congestion_map.png
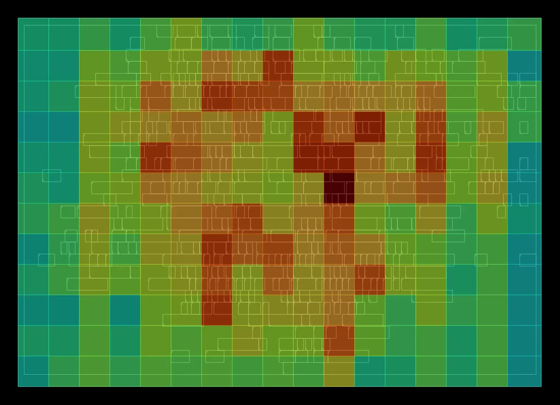
m2.png
Scale bar: 20 um. Cells faint in the background.
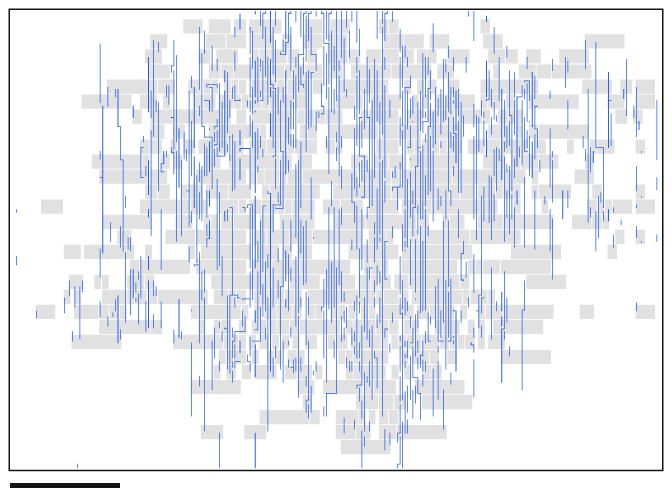
[config.mk]
export PLATFORM = sky130hd
export DESIGN_NAME = snake_frame_ctrl
export DESIGN_NICKNAME = d
export VERILOG_FILES = /design/src/rtl/snake_frame_ctrl.sv
export SDC_FILE = /design/constraint.sdc
export NUM_CORES = 1
export LEC_CHECK = 0
export ABC_AREA = 1
export CAP_MARGIN = 25
export CORE_ASPECT_RATIO = 0.7
export CORE_UTILIZATION = 30
export DETAILED_ROUTE_END_ITERATION = 16
export GPL_TIMING_DRIVEN = 0
export SETUP_SLACK_MARGIN = 0.05
export SYNTH_ARGS = -nofsm -noshare
export SYNTH_HDL_FRONTEND = slang
export SYNTH_SLANG_ARGS = --single-unit
[constraint.sdc]
create_clock -name draw_clk -period 1.4 [get_ports draw_clk]
set_input_delay 0.35 -clock draw_clk [delete_from_list [all_inputs] [get_ports draw_clk]]
set_output_delay 0.35 -clock draw_clk [all_outputs]
set_load 0.01 [all_outputs]
[src/rtl/snake_frame_ctrl.sv]
// snake_frame_ctrl: frame sequencer between the game-tick source and the
// framebuffer writer. Divides vsync frame ticks into game steps. For each step
// it sweeps the framebuffer to background, pulses `cleared` to restart the
// snake renderer, then forwards the renderer's pixel stream as writes until
// `write_done` or the draw watchdog expires.
//
// Ports:
//   draw_clk, reset     - clock; asynchronous active-high reset
//   frame_tick          - one-cycle pulse per video frame (synchronous)
//   write_done          - renderer finished streaming (level)
//   rx, ry              - renderer pixel coordinates
//   x, y, color, wr_en  - framebuffer write port (one pixel per cycle)
//   cleared             - one-cycle renderer restart pulse
//   busy                - sequencer not idle
//   overrun, timeout    - sticky: dropped step request / draw watchdog abort
module snake_frame_ctrl #(
  parameter int WIDTH           = 640,
  parameter int HEIGHT          = 480,
  parameter int FRAMES_PER_STEP = 15,
  parameter int DRAW_TIMEOUT    = 20000
) (
  input  logic       draw_clk,
  input  logic       reset,
  input  logic       frame_tick,
  input  logic       write_done,
  input  logic [9:0] rx,
  input  logic [8:0] ry,
  output logic [9:0] x,
  output logic [8:0] y,
  output logic       color,
  output logic       wr_en,
  output logic       cleared,
  output logic       busy,
  output logic       overrun,
  output logic       timeout
);

  localparam int TW = (FRAMES_PER_STEP > 1) ? $clog2(FRAMES_PER_STEP) : 1;
  localparam int WW = (DRAW_TIMEOUT > 1) ? $clog2(DRAW_TIMEOUT) : 1;
  localparam logic [TW-1:0] TLAST = TW'(FRAMES_PER_STEP - 1);
  localparam logic [WW-1:0] WLAST = WW'(DRAW_TIMEOUT - 1);
  localparam logic [9:0]    XLAST = 10'(WIDTH - 1);
  localparam logic [8:0]    YLAST = 9'(HEIGHT - 1);

  typedef enum logic [2:0] {IDLE, CLEAR, ARM, PRIME, DRAW} state_t;

  state_t        state_q, state_d;
  logic [TW-1:0] tcnt_q, tcnt_d;
  logic [WW-1:0] wdog_q, wdog_d;
  logic [9:0]    x_q, x_d;
  logic [8:0]    y_q, y_d;
  logic          pend_q, pend_d;
  logic          overrun_q, overrun_d;
  logic          timeout_q, timeout_d;
  logic          step_req;
  logic          consume;

  always_ff @(posedge draw_clk or posedge reset) begin
    if (reset) begin
      state_q   <= IDLE;
      tcnt_q    <= '0;
      wdog_q    <= '0;
      x_q       <= '0;
      y_q       <= '0;
      pend_q    <= 1'b0;
      overrun_q <= 1'b0;
      timeout_q <= 1'b0;
    end else begin
      state_q   <= state_d;
      tcnt_q    <= tcnt_d;
      wdog_q    <= wdog_d;
      x_q       <= x_d;
      y_q       <= y_d;
      pend_q    <= pend_d;
      overrun_q <= overrun_d;
      timeout_q <= timeout_d;
    end
  end

  always_comb begin
    // Tick divider and one-deep step request. A request arriving in the same
    // cycle that IDLE consumes the previous one simply re-arms `pend`.
    step_req  = frame_tick && (tcnt_q == TLAST);
    consume   = (state_q == IDLE) && pend_q;
    tcnt_d    = frame_tick ? (step_req ? '0 : tcnt_q + 1'b1) : tcnt_q;
    pend_d    = (pend_q && !consume) || step_req;
    overrun_d = overrun_q || (step_req && pend_q && !consume);

    state_d   = state_q;
    wdog_d    = wdog_q;
    x_d       = x_q;
    y_d       = y_q;
    timeout_d = timeout_q;

    x       = x_q;
    y       = y_q;
    color   = 1'b0;
    wr_en   = 1'b0;
    cleared = 1'b0;
    busy    = (state_q != IDLE);

    unique case (state_q)
      IDLE: begin
        if (pend_q) begin
          x_d     = '0;
          y_d     = '0;
          state_d = CLEAR;
        end
      end
      CLEAR: begin
        wr_en = 1'b1;
        if (x_q == XLAST) begin
          x_d = '0;
          if (y_q == YLAST) begin
            y_d     = '0;
            state_d = ARM;
          end else begin
            y_d = y_q + 9'd1;
          end
        end else begin
          x_d = x_q + 10'd1;
        end
      end
      ARM: begin
        cleared = 1'b1;
        state_d = PRIME;
      end
      PRIME: begin
        wdog_d  = '0;
        state_d = DRAW;
      end
      DRAW: begin
        x     = rx;
        y     = ry;
        color = 1'b1;
        wr_en = ~write_done;
        if (write_done) begin
          state_d = IDLE;
        end else if (wdog_q == WLAST) begin
          timeout_d = 1'b1;
          state_d   = IDLE;
        end else begin
          wdog_d = wdog_q + 1'b1;
        end
      end
      default: state_d = IDLE;
    endcase
  end

  assign overrun = overrun_q;
  assign timeout = timeout_q;

endmodule

==> run_results.csv <==
group,metric,value,unit
status,status,"finished with violations",
status,violations,"setup timing",
flow_run,timing.max_cap.violations,0,
synth,synthCells,391,
clock_tree,cts_inserted_buffers,5,
placement,gp_congestion,0.825,
final_timing,max_slew.worst_pin.slew,0.292,ns
clock_tree,cts.clk_slew.worst_paths,0.06,ns
synth,seq_area_frac_synth,39.0,%
floorplanning,fp.dieArea,9820,um^2
synth,ys_ff,44,
power,powerDensity,694,nW/um^2
placement,port_buffers,47,
floorplanning,coreArea,9110,um^2
final_layout,layout.nets,525,
critical_path,cp-start-kind,"flop",
final_timing,final.min_clock_period,1.93,ns
hold_path,hp-class,"in -> async",
critical_path,crit_chain,"nor2_2, nand2_2, buf_8, inv_12, buf_8, buf_8, nand2_2, o21ai_2, buf_2",
clock_tree,hold_buffers,0,
floorplanning,die_w,118,um
floorplanning,fp_util,31.0,%
routing,firstDrtPassIters,4,
routing,drc,0,
critical_path,r2r_slack,-0.16,ns
flow_run,warning_count,30,
global_routing,grt_pass1_wl,13.4,mm
critical_path,critPathKind,"reg -> out",
final_timing,period_used_share,138,%
synth,syn_area_per_cell,7.23,um^2
clock_tree,clkSinkCount,44,
routing,drt-vias-per-instance,4.81,
critical_path,r2r_cells,10,
floorplanning,placementRows,29,
synth,ys_cells,391,
floorplanning,ioPinCount,48,
final_layout,num_antenna_cells,0,
global_routing,grt_max_degree,45,
clock_tree,htreeDepth,2,
synth,ys_chip_area,2830,um^2
final_timing,setup_ws,-0.531,ns
power,p_leak,2.06,nW
synth,ys_warn_count,0,
critical_path,cp_common_cell,"buf_8",
synth,syn_area,2830,um^2
critical_path,crit_slowest_cell,"dfrtp_1",
power,vdd_drop_max,424,uV
final_layout,drive_above_1_share,39.2,%
final_timing,grt_setup_unrepaired,"true",
clock_tree,clock_path_buffers,2,
final_layout,utilization,49.9,%
critical_path,critPathBufInv,5,
final_timing,final.setup_skew,0.00549,ns
final_layout,area_delta_synth_final,60.7,%
critical_path,cp_max_fo,6,
final_layout,final_cell_area,4540,um^2
critical_path,end_kind,"output pin",
final_layout,lay_top_cells,"82 x nand2_1, 44 x dfrtp_1, 34 x inv_1, 34 x nand3_1, 32 x buf_4",
critical_path,arrival,1.58,ns
final_timing,setup_viol,60,
routing,drt_iter0_markers,197,
critical_path,crit_required,1.05,ns
final_layout,lay_top_count,"nand2_1",
critical_path,slowest_delay,0.40,ns
final_timing,fmax,0.518,GHz
critical_path,path_delay_family,"buffers and inverters",
global_routing,overflow,0,
synth,fp_nets,419,
placement,place_hpwl,5.24,mm
clock_tree,clock_latency,0.29,ns
Back to the opening pictures, congestion_map.png:
met3 usage: 2.75%
routed length per placed instance: 14.0 um
met1 usage: 24.6%
overall routing resource usage: 16.9%

Back to the opening pictures, m2.png:
main direction: vertical
wire length on this layer: 4140 um
share of all routed wire: 48%
nets with wire on the layer: 433
Vias: 2989
M2 GR Usage: 25.2%

## cell usage after synthesis (all sizes together)
master | number | area [um^2]
nor2 | 43 | 189
xnor2 | 3 | 26.3
o21bai | 2 | 15.0
ha | 5 | 62.6
nor3 | 3 | 26.3
or2 | 1 | 6.26
o21ai | 45 | 251
nand3 | 39 | 205
nand2 | 120 | 485
dfrtp | 44 | 1100
nor3b | 1 | 7.51
o22ai | 3 | 18.8
nand3b | 1 | 7.51
nand4 | 12 | 75.1
clkbuf | 1 | 3.75
o31ai | 1 | 7.51
buf | 7 | 55.1
xor2 | 9 | 78.8
inv | 48 | 185
a21oi | 3 | 18.8
## cells by family (layout without fill, tap and decap cells)
group	count (synthesis)	count (layout)	share of synthesized area (%)
and+or+nand+nor	220	222	35.5
buffers and inverters	56	160	8.63
AOI/OAI and AO/OA	54	54	11.0
DFF	44	44	39.0
xor gates and xnor gates	12	12	3.72
adders and majority gates	5	5	2.21
## layout make-up
cell class,count,area [um^2]
Clock buffer,5,125
Sequential cell,44,1100
Inverter,48,230
Clock inverter,2,60.1
Multi-Input combinational cell,293,1850
Tap cell,124,155
Timing Repair Buffer,97,918
Fill cell,812,4570
Buffer,8,100
## repair_timing
item,4_1_cts,5_1_grt
setup buffers,32,19
gates cloned,5,2
resized,153,64
pin swaps,10,16
endpoints found under the setup margin,56,61
## sequential cells by signal, summed over array words and instances (netlist names)
| signal | flops |
|---|---|
| y_q | 9 |
| x_q | 10 |
| state_q | 3 |
| pend_q | 1 |
| overrun | 1 |
| wdog_q | 15 |
| tcnt_q | 4 |
| timeout | 1 |
## metal layers
metal / GRT usage (%) / routed length (um)
met4: 5.83 / 125
met2: 25.2 / 4140
met1: 24.6 / 4080
met5: 0 / 0
met3: 2.75 / 334
## worst max-delay path by stage
stage	from	to	slack [ns]	depth (start not counted)
floorplan	state_q[0]	x[0]	-0.05	6
global placement	state_q[1]	y[6]	-0.74	8
detailed placement	state_q[1]	y[3]	-0.74	8
CTS	state_q[0]	y[2]	-0.54	9
global route	state_q[0]	x[8]	-0.64	9
finish	state_q[1]	y[2]	-0.53	9
## where the power goes
group / switching, mW / internal (mW)
Combinational: 0.117 / 0.123
Sequential: 0.0602 / 1.34
Clock: 0.501 / 1.01
## metrics by stage
stage	setup WS [ns]	total power, mW	std cells	TNS (ns)
after floorplan	-0.0492	1.53	391	-0.813
after global placement	-0.736	1.64	562	-24.31
after detailed placement	-0.744	1.65	562	-24.08
after CTS	-0.541	3.17	606	-13.15
after global routing	-0.638	3.27	621	-19.09
final	-0.531	3.15	621	-14.11
No activity file was given, so power comes from the tool's default toggle rates.
